File: config.mk
export PLATFORM = sky130hd
export DESIGN_NAME = decode_execute_pipe
export DESIGN_NICKNAME = d
export VERILOG_FILES = /design/src/rtl/decode_execute_pipe.sv
export SDC_FILE = /design/constraint.sdc
export NUM_CORES = 1
export LEC_CHECK = 0
export CORE_AREA = 2 2 251 253
export DETAILED_ROUTE_END_ITERATION = 8
export DIE_AREA = 0 0 253 255
export GPL_TIMING_DRIVEN = 0
export MAX_ROUTING_LAYER = met4
export PLACE_DENSITY_LB_ADDON = 0.05
export SETUP_SLACK_MARGIN = 0.4
export SLEW_MARGIN = 20
export SYNTH_ARGS = -nofsm -noshare
export SYNTH_HDL_FRONTEND = slang
export SYNTH_SLANG_ARGS = --single-unit
File: constraint.sdc
create_clock -name iClk -period 2.15 [get_ports iClk]
set_clock_uncertainty 0.15 [all_clocks]
set_input_delay 0.3225 -clock iClk [delete_from_list [all_inputs] [get_ports iClk]]
set_output_delay 0.3225 -clock iClk [all_outputs]
set_load 0.02 [all_outputs]
File: src/rtl/decode_execute_pipe.sv
// F/D and D/E pipeline registers driven by hazard-unit stall/flush decisions,
// with E-stage operand forwarding and saturating stall/flush event counters.
module decode_execute_pipe #(
  parameter int ADDR_W = 32,
  parameter int DATA_W = 32,
  parameter int CTRL_W = 16
) (
  input  logic              iClk,
  input  logic              iRstN,
  input  logic              iStallD,
  input  logic              iFlushD,
  input  logic              iFlushE,
  input  logic [31:0]       iInstrF,
  input  logic [ADDR_W-1:0] iPcF,
  input  logic [ADDR_W-1:0] iPcPlus4F,
  input  logic              iValidF,
  output logic [31:0]       oInstrD,
  output logic [ADDR_W-1:0] oPcD,
  output logic [ADDR_W-1:0] oPcPlus4D,
  output logic              oValidD,
  output logic [4:0]        oSrcReg1D,
  output logic [4:0]        oSrcReg2D,
  input  logic [DATA_W-1:0] iRegData1D,
  input  logic [DATA_W-1:0] iRegData2D,
  input  logic [DATA_W-1:0] iImmD,
  input  logic [CTRL_W-1:0] iCtrlD,
  input  logic              iRegWriteEnD,
  output logic [4:0]        oSrcReg1E,
  output logic [4:0]        oSrcReg2E,
  output logic [4:0]        oDestRegE,
  output logic              oRegWriteEnE,
  output logic              oValidE,
  output logic [CTRL_W-1:0] oCtrlE,
  output logic [DATA_W-1:0] oImmE,
  output logic [ADDR_W-1:0] oPcE,
  output logic [ADDR_W-1:0] oPcPlus4E,
  input  logic [2:0]        iForwardAluOp1,
  input  logic [2:0]        iForwardAluOp2,
  input  logic [DATA_W-1:0] iAluResultM,
  input  logic [DATA_W-1:0] iResultW,
  output logic [DATA_W-1:0] oAluOp1E,
  output logic [DATA_W-1:0] oAluOp2E,
  output logic [31:0]       oStallCycles,
  output logic [31:0]       oFlushCount
);

  localparam logic [31:0] NOP = 32'h0000_0013;

  logic [DATA_W-1:0] reg_data1_e;
  logic [DATA_W-1:0] reg_data2_e;
  logic [31:0]       stall_cycles_q;
  logic [31:0]       flush_count_q;
  logic              stall_inc;
  logic              flush_inc;

  // F/D register: flush beats stall, stall holds everything
  always_ff @(posedge iClk or negedge iRstN) begin
    if (!iRstN) begin
      oInstrD   <= NOP;
      oPcD      <= '0;
      oPcPlus4D <= '0;
      oValidD   <= 1'b0;
    end else if (iFlushD) begin
      oInstrD   <= NOP;
      oPcD      <= '0;
      oPcPlus4D <= '0;
      oValidD   <= 1'b0;
    end else if (!iStallD) begin
      oInstrD   <= iInstrF;
      oPcD      <= iPcF;
      oPcPlus4D <= iPcPlus4F;
      oValidD   <= iValidF;
    end
  end

  assign oSrcReg1D = oInstrD[19:15];
  assign oSrcReg2D = oInstrD[24:20];

  // D/E register never holds; a stalled D must always be paired with a flushed E
  always_ff @(posedge iClk or negedge iRstN) begin
    if (!iRstN) begin
      oSrcReg1E    <= '0;
      oSrcReg2E    <= '0;
      oDestRegE    <= '0;
      oRegWriteEnE <= 1'b0;
      oValidE      <= 1'b0;
      oCtrlE       <= '0;
      oImmE        <= '0;
      oPcE         <= '0;
      oPcPlus4E    <= '0;
      reg_data1_e  <= '0;
      reg_data2_e  <= '0;
    end else if (iFlushE) begin
      oSrcReg1E    <= '0;
      oSrcReg2E    <= '0;
      oDestRegE    <= '0;
      oRegWriteEnE <= 1'b0;
      oValidE      <= 1'b0;
      oCtrlE       <= '0;
      oImmE        <= '0;
      oPcE         <= '0;
      oPcPlus4E    <= '0;
      reg_data1_e  <= '0;
      reg_data2_e  <= '0;
    end else begin
      oSrcReg1E    <= oInstrD[19:15];
      oSrcReg2E    <= oInstrD[24:20];
      oDestRegE    <= oInstrD[11:7];
      oRegWriteEnE <= iRegWriteEnD & oValidD;
      oValidE      <= oValidD;
      oCtrlE       <= iCtrlD;
      oImmE        <= iImmD;
      oPcE         <= oPcD;
      oPcPlus4E    <= oPcPlus4D;
      reg_data1_e  <= iRegData1D;
      reg_data2_e  <= iRegData2D;
    end
  end

  // reserved select codes fall back to the registered regfile value
  always_comb begin
    oAluOp1E = reg_data1_e;
    case (iForwardAluOp1)
      3'b001:  oAluOp1E = iAluResultM;
      3'b010:  oAluOp1E = iResultW;
      default: oAluOp1E = reg_data1_e;
    endcase
  end

  always_comb begin
    oAluOp2E = reg_data2_e;
    case (iForwardAluOp2)
      3'b001:  oAluOp2E = iAluResultM;
      3'b010:  oAluOp2E = iResultW;
      default: oAluOp2E = reg_data2_e;
    endcase
  end

  // a flush overrides a stall in D, so that edge is not a stall cycle
  assign stall_inc = iStallD & ~iFlushD;
  assign flush_inc = iFlushD | iFlushE;

  always_ff @(posedge iClk or negedge iRstN) begin
    if (!iRstN) begin
      stall_cycles_q <= '0;
      flush_count_q  <= '0;
    end else begin
      if (stall_inc && (stall_cycles_q != 32'hFFFF_FFFF))
        stall_cycles_q <= stall_cycles_q + 32'd1;
      if (flush_inc && (flush_count_q != 32'hFFFF_FFFF))
        flush_count_q <= flush_count_q + 32'd1;
    end
  end

  assign oStallCycles = stall_cycles_q;
  assign oFlushCount  = flush_count_q;

endmodule
==> flow_metrics.tcl, run 1 <==
# metrics dict for downstream scripts
set metrics [dict create \
    numClockSinks 354 \
    rsz0062_at_grt "true" \
    grt_pass1_wl_um 89300 \
    setup_viol 0 \
    root_buffer "clkbuf_16" \
    clock_path_buffers 3 \
    syn_inst 1241 \
    placed_cells 2692 \
    nets 2311 \
    fin_crit_sh_pct 92.7 \
    openroad.warnings 29 \
    required_ns 2.43 \
    postCtsResizedCells 957 \
    power_density_nw_per_um2 742 \
    clkLatencyLatePin_ns 0.56 \
    synth_seq_share_pct 62.1 \
    synth.top_cell.area_share_pct 61.6 \
    logic_area_um2 6410 \
    dpl.hpwl_um 47100 \
    p_leak_nw 12.8 \
    areaGrowthSynthToFinish_pct 77.1 \
    synth_area_um2 14300 \
    ys_area_um2 14300 \
    ys_ff 354 \
    maxCapViolations 0 \
    grt_pass1_vias 12921 \
    synthTopCellsByCount "dfrtp_1 (351), nor2b_1 (196), nand2_1 (151)" \
    h-tree-depth 2 \
    synth_cell_types 46 \
    dieArea_um2 64500 \
    crit_type "primary input to register" \
    tightestPinTransition_ns 0.831 \
    grt.overflow.total 0 \
    placed_area_um2 22000 \
    cts_tree "built" \
    worst_path_largest_cell_delay_ns 0.45 \
    total_power_mw 18.7 \
    viasPerCell 4.32 \
    synth_area_per_cell_um2 11.5 \
    antenna_found_initial 7 \
    synthArstFlopShare_pct 100 \
    critPathMaxFanout 5 \
    synth-edff-count 0 \
    outcome "complete, no violations" \
    die_h_um 255 \
    ys_warn_count 0 \
    die_x_um 253 \
    portBuffers 648 \
    critPathSlowestCell "clkdlybuf4s50_1" \
    holdWs_ns 0.0987 \
    fillCellCount 6052 \
    cts_buffers 45 \
    period_minus_slack_ns 1.99 \
    yosys_most_used_dff "dfrtp_1" \
    fin_cells 2868 \
    max_freq_mhz 502 \
    cts_hold_repair.buffers 1 \
    cp-end-kind "register" \
    first_iter_violations 594 \
    start_kind "primary input" \
    drc 0 \
    regArea_um2 8930 \
    setup_tns_ns 0 \
    hp-class "primary input to async pin" \
    ant_nets 0 \
    yosys_cells 1241 \
    hold_viol_final 0 \
    core_um2 62200 \
    initial_utilization_pct 23.0 \
    most_common_cell "dfrtp_1" \
    io_pins 649 \
    rows 92 \
    vdd_ir_drop_max_mv 0.523 \
    clk_pin_slew_ns 0.06 \
    topCellsByArea "dfrtp_1 (62%), nor2b_1 (8.6%), mux2i_1 (6.6%)" \
    gp_congestion 0.861 \
    path_cells "clkdlybuf4s50_1, buf_8, nand4b_1, or2_2, a311oi_4, nand4_1, xnor2_1" \
    fp_nets 1528 \
    drive_gt1_share_pct 38.5 \
    post_cts_buffers 42 \
    slew_viol_final 0 \
    cp.arrival_ns 2.27 \
    yosys.area.top_type "dfrtp_1" \
    drt-pass1-iter-count 5 \
    relSlewSlack_pct 44.6 \
    grt_max_degree 89 \
    design_area_um2 25300 \
]
run 1: stage by stage:
| stage | worst slack [ns] | util, % |
|---|---|---|
| 2_1_floorplan | 0.166 | - |
| 3_3_place_gp | -17.86 | 35.2 |
| 3_5_place_dp | -1.27 | 35.4 |
| 4_1_cts | 0.124 | 40.0 |
| 5_1_grt | 0.0940 | 40.6 |
| 6_report | 0.156 | 40.7 |
run 1: per-layer routing:
layer  GRT usage, %  share of wire [%]
met2           33.2                 52
met3           7.26                9.3
met4           5.36                2.0
met1           21.1                 36
met5              -                  0
run 1: worst paths after layout:
kind                                              from                      endpoint  slack, ns  depth (start not counted)
min in group iClk                            iImmD[31]           oImmE[31]$_DFF_PN0_       0.15                          2
max reg2reg                oStallCycles[0]$_DFFE_PN0P_  oStallCycles[31]$_DFFE_PN0P_       0.16                          5
min reg2reg                oFlushCount[30]$_DFFE_PN0P_   oFlushCount[30]$_DFFE_PN0P_       0.33                          1
min                                              iRstN   oFlushCount[26]$_DFFE_PN0P_        0.1                          2
max in group asynchronous                        iRstN        oInstrD[4]$_DFFE_PN1N_       0.61                          4
max                                            iFlushD  oStallCycles[31]$_DFFE_PN0P_       0.16                          7
run 1: state kept, by name, indices dropped and copies added (netlist names):
| signal | count |
|---|---|
| oInstrD | 32 |
| oSrcReg2E | 5 |
| oDestRegE | 5 |
| oValidD | 1 |
| oPcPlus4D | 32 |
| oPcPlus4E | 32 |
| oValidE | 1 |
| oPcE | 32 |
| oPcD | 32 |
| oSrcReg1E | 5 |
| oRegWriteEnE | 1 |
| oCtrlE | 16 |
| reg_data2_e | 32 |
| oStallCycles | 32 |
| oImmE | 32 |
| oFlushCount | 32 |
| reg_data1_e | 32 |
run 1: cell type report:
class / instances / area share, %
diodes: 9 / 0.0891
plain buffers: 73 / 2.35
clock buffers: 71 / 5.48
clock inverters: 12 / 0.302
inverters: 6 / 0.0891
multi-input cells: 808 / 25.4
flip-flops and latches: 354 / 35.4
well taps: 799 / 3.96
repair buffers: 736 / 27.0
run 1: cells in the final DEF (no fill, tap or decap), types with 35 or more instances in the layout:
cell type and count:
xnor2_1 39, dfrtp_2 58, dfrtp_1 293, clkbuf_1 35, nand2_4 75, mux2i_1 94, dlymetal6s2s_1 67, clkdlybuf4s50_1 275
nand2_2 53, buf_6 122, clkbuf_16 58, nor2_1 106, a22oi_1 44, nor2b_1 196, clkbuf_2 210, buf_4 53
run 1: kinds of logic (layout without fill, tap and decap cells):
logic type	after synthesis	count (layout)	share of synthesized area, %
buffers and inverters	79	898	2.40
flip-flops	354	354	62.1
AND/OR/NAND/NOR	573	573	20.9
AND-OR/OR-AND	80	80	4.18
multiplexers	96	96	6.75
XOR/XNOR	57	57	3.50
adder cells (fa/ha/maj)	2	2	0.175
other	0	9	0
run 1: power breakdown:
group / internal, mW / switching [mW] / leakage [nW]
logic: 1.83 / 2.03 / 7.44
clock network: 4.41 / 3.01 / 0.723
registers: 7.10 / 0.359 / 4.60
run 1: critical path, delay by kind of cell:
kind / cells / cell delay [ns]
and+or+nand+nor: 3 / 0.82
AOI/OAI and AO/OA: 1 / 0.37
xor gates and xnor gates: 1 / 0.15
buffers and inverters: 2 / 0.60
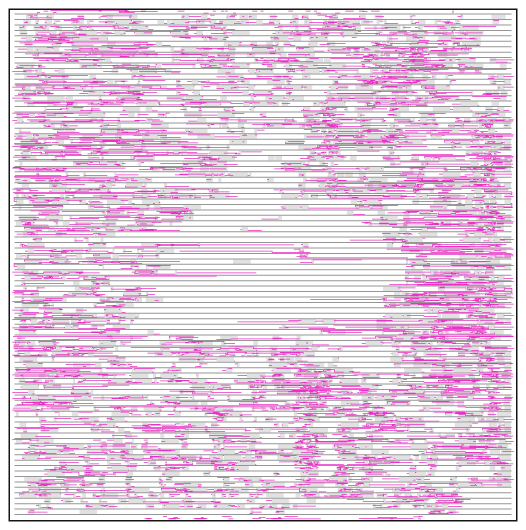
Fig. 1. Metal 1 (run 1).
Scale: 2 px per um. Supply wires on this layer in gray.
wire length on this layer: 23.1 mm
share of all routed wire: 36%
longest straight run: 83.3 um
via count: 12,397
global routing usage on met1: 21.1%
DRT Wirelength: 63,300 um

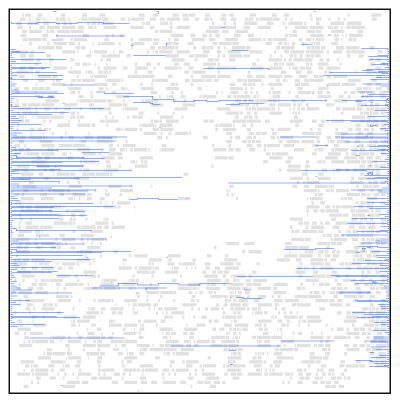
Fig. 2. Met3 routing (run 1).
Scale: 1.5 px per um.
nets with wire on the layer: 332
share of all routed wire: 9.3%
main direction: horizontal
longest straight run: 114 um
GR Layer Usage met3: 7.26%

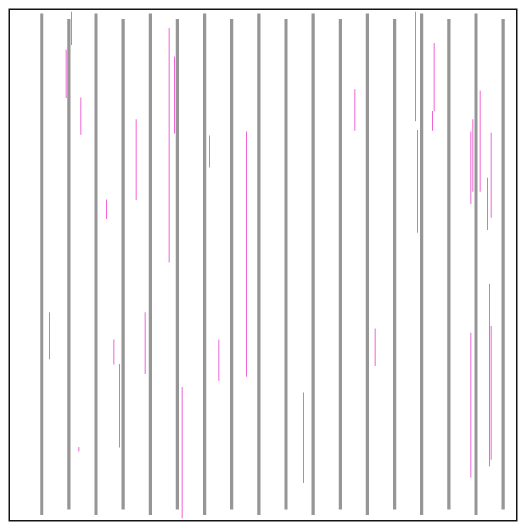
Fig. 3. Metal 4 (run 1).
Scale: 2 px per um. Supply wires on this layer in gray.
nets with wire on the layer: 17
main direction: vertical
share of all routed wire: 2.0%
longest straight run: 122 um
wire length on this layer: 1,250 um

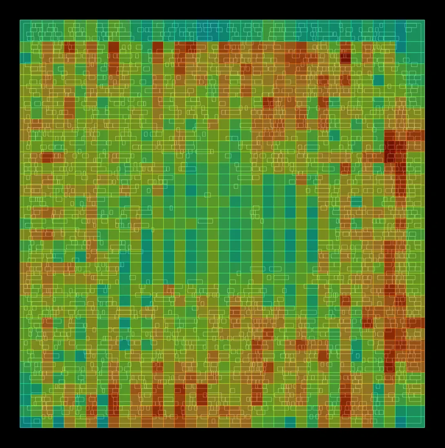
Fig. 4. Track usage over the die (run 1).
Finished Core Util: 40.7%
GRT Total Usage: 19.4%
Wirelength per Cell: 22.1 um
Top Usage Layer GRT: met2
met2 usage: 33.2%

Fig. 5: run 1, metal layers overlaid
Scale: 2 px per um. Two of the layers only.
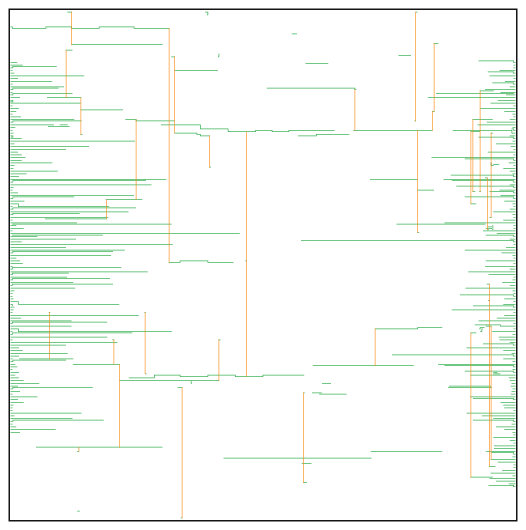

==> run 2: changes to the inputs <==
Settings changed: CORE_AREA 2 2 251 253 to 4 4 253 255, DIE_AREA 0 0 253 255 to 0 0 257 259.
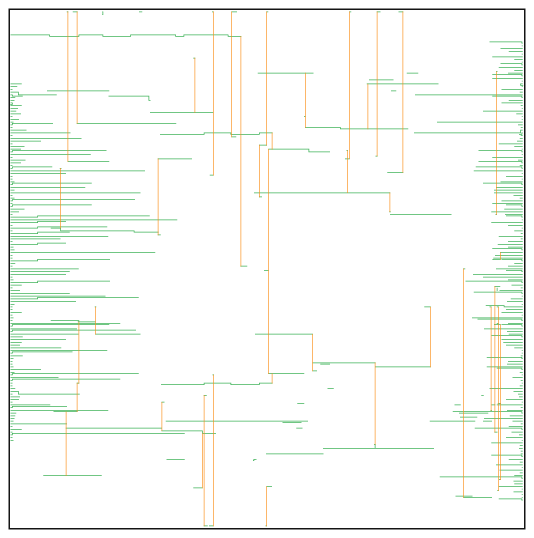
Fig. 6. Metal layers overlaid (run 2).
Scale: 2 px per um. Two of the layers only.
| color | layer | wire length |
|---|---|---|
| green | met3 | 5,180 um |
| orange | met4 | 1,870 um |
Wirelength per Cell: 22.9 um
GRT Total Usage: 19.8%
DRT Wirelength: 66,900 um
via count: 12,440

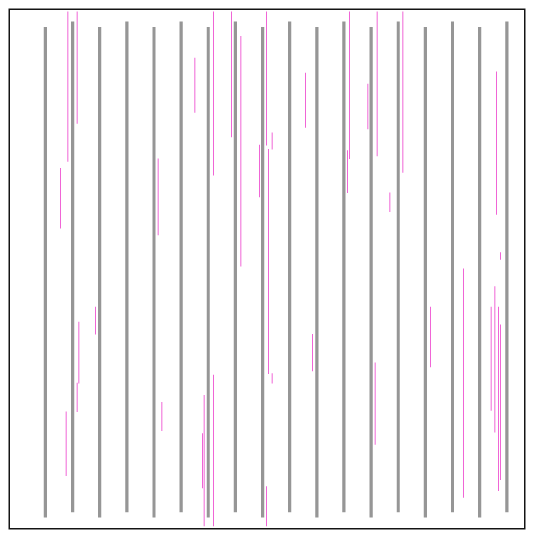
Fig. 7. Metal 4 (run 2).
Scale: 2 px per um. Supply wires on this layer in gray.
longest straight run: 115 um
share of all routed wire: 2.8%
wire length on this layer: 1,870 um
main direction: vertical
nets with wire on the layer: 24

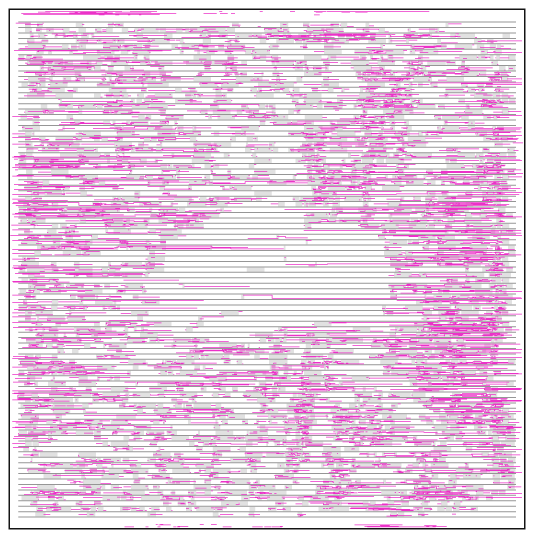
Fig. 8. Metal 1 (run 2).
Scale: 2 px per um. Supply wires on this layer in gray.
global routing usage on met1: 21.4%

==> run 2 against run 1 <==
  * Die area is 3.2% higher
  * Register-to-register slack better by 0.05 ns
  * Worst setup slack better by 0.046 ns
  * Routed wire length is 5.7% higher
  * Fmax is 2.4% higher
  * Non-clock buffer count is 15 higher
  * Critical path type is now register to register
  * Via count is 0.35% higher
  * Critical path depth is 2 lower
  * Critical endpoint unchanged
==> flow_metrics.tcl, run 2 <==
# metrics dict for downstream scripts
set metrics [dict create \
    antenna_found_initial 12 \
    drive_gt1_share_pct 31.8 \
    synth_area_um2 14300 \
    yosys_cells 1241 \
    yosys.area.top_type "dfrtp_1" \
    vdd_ir_drop_max_mv 0.495 \
    die_x_um 257 \
    rows 91 \
    setup_tns_ns 0 \
    portBuffers 648 \
    rr_startpoint "oStallCycles[12]$_DFFE_PN0P_" \
    lay_top_count "dfrtp_1" \
    fp_nets 1528 \
    synthTopCellsByCount "dfrtp_1 (351), nor2b_1 (196), nand2_1 (151)" \
    gp_congestion 0.930 \
    slew_viol_final 0 \
    crit_type "register to register" \
    max_freq_mhz 513 \
    clk_pin_slew_ns 0.06 \
    core_um2 61600 \
    openroad.warnings 29 \
    drc 0 \
    ant_nets 0 \
    reg2regPathDepth 5 \
    clkLatencyLatePin_ns 0.57 \
    required_ns 2.44 \
    setup_ws_ns 0.202 \
    cp.arrival_ns 2.24 \
    maxCapViolations 0 \
    power_density_nw_per_um2 738 \
    fin_crit_sh_pct 90.6 \
    synth-edff-count 0 \
    grt_pass1_wl_um 94800 \
    io_pins 649 \
    p_leak_nw 13.1 \
    cts_buffers 44 \
    fin_cells 2923 \
    total_power_mw 19.1 \
    syn_inst 1241 \
    grt.overflow.total 0 \
    placed_cells 2730 \
    areaGrowthSynthToFinish_pct 81.2 \
    synthArstFlopShare_pct 100 \
    critPathMaxFanout 5 \
    viasPerCell 4.26 \
    cts_tree "built" \
    nets 2325 \
    root_buffer "clkbuf_16" \
    pre_cts_slack_ns -1.33 \
    dpl.hpwl_um 50300 \
    clock_path_buffers 3 \
    relSlewSlack_pct 50.3 \
    rr_endpoint "oStallCycles[31]$_DFFE_PN0P_" \
    outcome "complete, no violations" \
    synth_cell_types 46 \
    most-common-layout-cells "dfrtp_1 (292), clkdlybuf4s50_1 (276), nor2b_1 (196), dlygate4sd2_1 (154), buf_6 (124)" \
    hp-class "primary input to async pin" \
    cp-end-kind "register" \
    initial_utilization_pct 23.2 \
    grt_max_degree 90 \
    first_iter_violations 545 \
    ys_ff 354 \
]
-- run 2: cell count changes in the layout (fill, tap and decap cells not counted), moves of 5 or more --
cell             delta
dlygate4sd2_1     +151
dlymetal6s2s_1     -13
clkbuf_1            +7
buf_4              +13
clkbuf_2          -136
nor2_2              -5
clkdlybuf4s15_1     -6
clkbuf_4            -5
nand3_4             -5
-- run 2: area by class of cell --
cell class / instances / area, um2
diodes: 12 / 30.0
plain buffers: 73 / 636
clock buffers: 69 / 1330
clock inverters: 13 / 179
fillers: 6025 / 35700
inverters: 6 / 22.5
multi-input cells: 808 / 6350
flip-flops and latches: 354 / 8940
well taps: 837 / 1050
repair buffers: 751 / 7320
-- run 2: cell families (layout without fill, tap and decap cells) --
group / Yosys count / count (layout) / synth area share [%]
simple gates: 573 / 573 / 20.9
flops: 354 / 354 / 62.1
mux: 96 / 96 / 6.75
compound gates: 80 / 80 / 4.18
buf+inv: 79 / 912 / 2.40
xor+xnor: 57 / 57 / 3.50
fa+ha+maj: 2 / 2 / 0.175
other cells: 0 / 12 / 0
-- run 2: per-layer routing --
layer | vias up | GRT usage [%] | wire [um]
li1 | 5741 | - | -
met1 | 6176 | 21.4 | 25000
met2 | 435 | 34.3 | 34800
met3 | 88 | 6.86 | 5180
met4 | 0 | 6.21 | 1870
met5 | - | - | 0
-- run 2: metrics by stage --
step,util (%),area (um2)
floorplan,-,14400
finish,42.0,25800
global placement,35.6,21900
detailed placement,35.8,22100
global route,42.0,25800
CTS,40.6,25000
-- run 2: critical path, cell delays in order (launching register included) --
cell and delay [ns]:
dfrtp_2 0.39, nand4_4 0.12, or4_4 0.55, a311oi_4 0.32, nand4_1 0.16, xnor2_1 0.15
-- run 2: report_power, final --
group	internal [mW]	total (mW)	switching (mW)
combinational	1.85	3.92	2.06
sequential	7.10	7.46	0.356
clock	4.72	7.70	2.98
total	13.7	19.1	5.39
-- run 2: worst max path at each step --
stage / from / endpoint / cells after the start / slack, ns
2_1_floorplan: oFlushCount[16]$_DFFE_PN0P_ / oFlushCount[1]$_DFFE_PN0P_ / 5 / 0.17
6_report: oStallCycles[12]$_DFFE_PN0P_ / oStallCycles[31]$_DFFE_PN0P_ / 5 / 0.20
4_1_cts: oStallCycles[12]$_DFFE_PN0P_ / oStallCycles[31]$_DFFE_PN0P_ / 5 / 0.12
3_5_place_dp: iForwardAluOp1[1] / oAluOp1E[8] / 6 / -1.33
3_3_place_gp: iRstN / oFlushCount[30]$_DFFE_PN0P_ / 1 / -18.11
5_1_grt: oStallCycles[0]$_DFFE_PN0P_ / oStallCycles[28]$_DFFE_PN0P_ / 6 / 0.07
-- run 2: timing repair --
item                                    in CTS  in global routing
gates cloned                                 8                  2
hold buffers                                 1                  0
resized                                    985                454
setup buffers                               32                 56
endpoints found under the hold margin      291                  0
endpoints found under the setup margin     687                618
pin swaps                                   81                 63
Fig. 9: run 2, track usage over the die
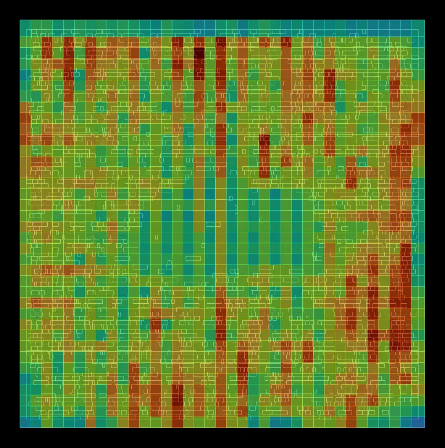

==> run 3: changes to the inputs <==
Settings changed: CORE_AREA 4 4 253 255 to 3 3 252 254, DIE_AREA 0 0 257 259 to 0 0 255 257.
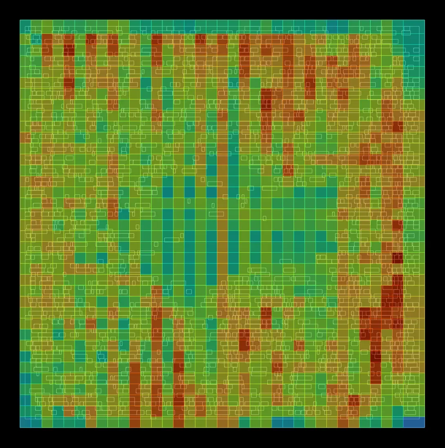
Fig. 10. Track usage over the die (run 3).
global routing usage on met1: 21.1%
met2 usage: 34.2%
Finished Core Util: 41.7%
GR Layer Usage met3: 6.74%
Wirelength per Cell: 22.5 um

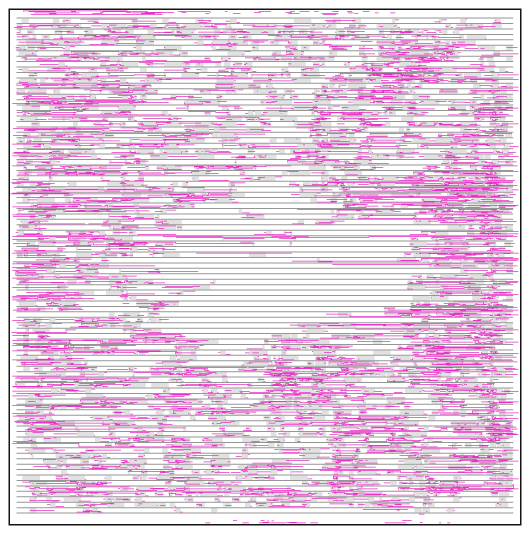
Fig. 11. Metal 1 (run 3).
Scale: 2 px per um. Supply wires on this layer in gray.
nets with wire on the layer: 2,088
main direction: horizontal
wire length on this layer: 24.4 mm
share of all routed wire: 38%
longest straight run: 92.0 um
via count: 12,309
DRT Wirelength: 64,400 um

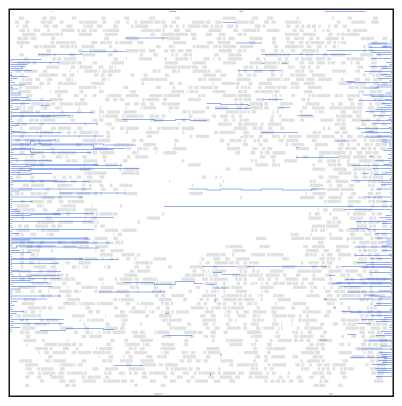
Fig. 12. Met3 routing (run 3).
Scale: 1.5 px per um.
share of all routed wire: 8.1%
longest straight run: 151 um

==> run 3 against run 2 <==
  * Synthesized area did not move
  * Final cell count fell by 2.2%
  * Clock power fell by 4.2%
  * Worst hold slack improved by 0.0093 ns
  * Core utilization fell by 0.22 points
  * Via count fell by 1.1%
  * First-iteration DRC count rose by 0.92%
  * Die area fell by 1.5%
  * Clock-buffer cell count rose by 2
  * Worst setup slack got worse by 0.055 ns
  * Critical path depth rose by 1
==> flow_metrics.tcl, run 3 <==
# metrics dict for downstream scripts
set metrics [dict create \
    outcome "complete, no violations" \
    cp_top_family "simple AND/OR/NAND/NOR gates" \
    crit_type "register to register" \
    setup_tns_ns 0 \
    ys_ff 354 \
    drive_gt1_share_pct 29.1 \
    rrSetupSlack_ns 0.15 \
    cts_buffers 44 \
    lay_top_count "dfrtp_1" \
    cp-end-kind "register" \
    drc 0 \
    fp_nets 1528 \
    placed_cells 2683 \
    design_area_um2 25700 \
    period_minus_slack_ns 2.00 \
    first_iter_violations 550 \
    pre_cts_slack_ns -1.45 \
    start_kind "register" \
    fin_cells 2858 \
    critPathSlowestCell "or3_4" \
    power_density_nw_per_um2 728 \
    ys_area_um2 14300 \
    die_x_um 255 \
    tightestPinTransition_ns 0.847 \
    syn_inst 1241 \
    p_leak_nw 13.2 \
    initial_utilization_pct 23.2 \
    clk_pin_slew_ns 0.05 \
    clkLatencyLatePin_ns 0.56 \
    rows 91 \
    maxCapViolations 0 \
    slew_viol_final 0 \
    root_buffer "clkbuf_16" \
    worst_path_largest_cell_delay_ns 0.46 \
    antenna_found_initial 10 \
    gp_congestion 0.845 \
    rr_endpoint "oFlushCount[1]$_DFFE_PN0P_" \
    rr_startpoint "oFlushCount[28]$_DFFE_PN0P_" \
    most-common-layout-cells "dfrtp_1 (291), clkdlybuf4s50_1 (277), nor2b_1 (196), dlygate4sd2_1 (172), buf_6 (116)" \
    nets 2310 \
    reg2regPathDepth 6 \
    cts_tree "built" \
    cp.arrival_ns 2.29 \
    hp-class "primary input to async pin" \
    ant_nets 0 \
    openroad.warnings 29 \
    grt_max_degree 92 \
    io_pins 649 \
    areaGrowthSynthToFinish_pct 79.9 \
    synthArstFlopShare_pct 100 \
    synth-edff-count 0 \
    required_ns 2.44 \
    yosys.area.top_type "dfrtp_1" \
    fin_crit_sh_pct 93.1 \
    vdd_ir_drop_max_mv 0.482 \
    core_um2 61500 \
    grt_usage_pct 19.5 \
    grt.overflow.total 0 \
    dpl.hpwl_um 48500 \
    synthTopCellsByCount "dfrtp_1 (351), nor2b_1 (196), nand2_1 (151)" \
    critPathMaxFanout 6 \
    grt_pass1_wl_um 91300 \
    relSlewSlack_pct 43.6 \
    total_power_mw 18.7 \
    placed_area_um2 22000 \
    synth_cell_types 46 \
    worst-path-buf-inv 1 \
    clock_path_buffers 3 \
    synth_area_um2 14300 \
    portBuffers 648 \
    yosys_cells 1241 \
    path_cells "nand4_1, or3_4, nor3_4, buf_12, nor2_2, mux2_4" \
    max_freq_mhz 499 \
    setup_ws_ns 0.148 \
    viasPerCell 4.31 \
]
run 3: cell counts after synthesis:
No cell type changed its count.
run 3: timing repair:
| item | CTS | global route |
|---|---|---|
| hold buffers | 1 | 0 |
| cloned | 6 | 2 |
| pin swaps | 77 | 52 |
| setup endpoints to repair | 704 | 832 |
| resized | 945 | 394 |
| buffers inserted | 34 | 41 |
| hold endpoints to repair | 183 | 0 |
run 3: area by class of cell:
class / instances / area [um2]
repair buffers: 736 / 7410
clock inverters: 8 / 105
plain buffers: 73 / 598
well taps: 790 / 988
clock buffers: 71 / 1320
multi-input cells: 808 / 6260
flip-flops and latches: 354 / 8940
inverters: 6 / 22.5
fillers: 5970 / 35800
diodes: 12 / 30.0
run 3: how the worst max path moves through the flow:
| stage | to | slack (ns) | cells past startpoint | from |
|---|---|---|---|---|
| 2_1_floorplan | oFlushCount[1]$_DFFE_PN0P_ | 0.17 | 5 | oFlushCount[16]$_DFFE_PN0P_ |
| 3_3_place_gp | oStallCycles[29]$_DFFE_PN0P_ | -18.01 | 1 | iRstN |
| 3_5_place_dp | oAluOp2E[0] | -1.45 | 7 | iForwardAluOp2[1] |
| 4_1_cts | oStallCycles[29]$_DFFE_PN0P_ | 0.11 | 5 | oStallCycles[6]$_DFFE_PN0P_ |
| 5_1_grt | oStallCycles[12]$_DFFE_PN0P_ | 0.07 | 7 | oStallCycles[1]$_DFFE_PN0P_ |
| 6_report | oFlushCount[1]$_DFFE_PN0P_ | 0.15 | 6 | oFlushCount[28]$_DFFE_PN0P_ |
run 3: kinds of logic after synthesis:
family | after synthesis | synth area share, %
compound gates | 80 | 4.18
simple gates | 573 | 20.9
buf+inv | 79 | 2.40
xor+xnor | 57 | 3.50
flops | 354 | 62.1
mux | 96 | 6.75
fa+ha+maj | 2 | 0.175
run 3: report_power, final:
| group | switching (mW) | internal [mW] |
|---|---|---|
| logic | 2.01 | 1.84 |
| clock network | 2.97 | 4.42 |
| registers | 0.353 | 7.10 |
| total | 5.33 | 13.4 |
run 3: metal layers:
layer  GRT usage, %  up-vias  wire [um]
met4           4.91        0       1600
li1               -     5711          -
met1           21.1     6104      24400
met5              -        -          0
met2           34.2      416      33200
met3           6.74       78       5220
No activity file was given, so power comes from the tool's default toggle rates.
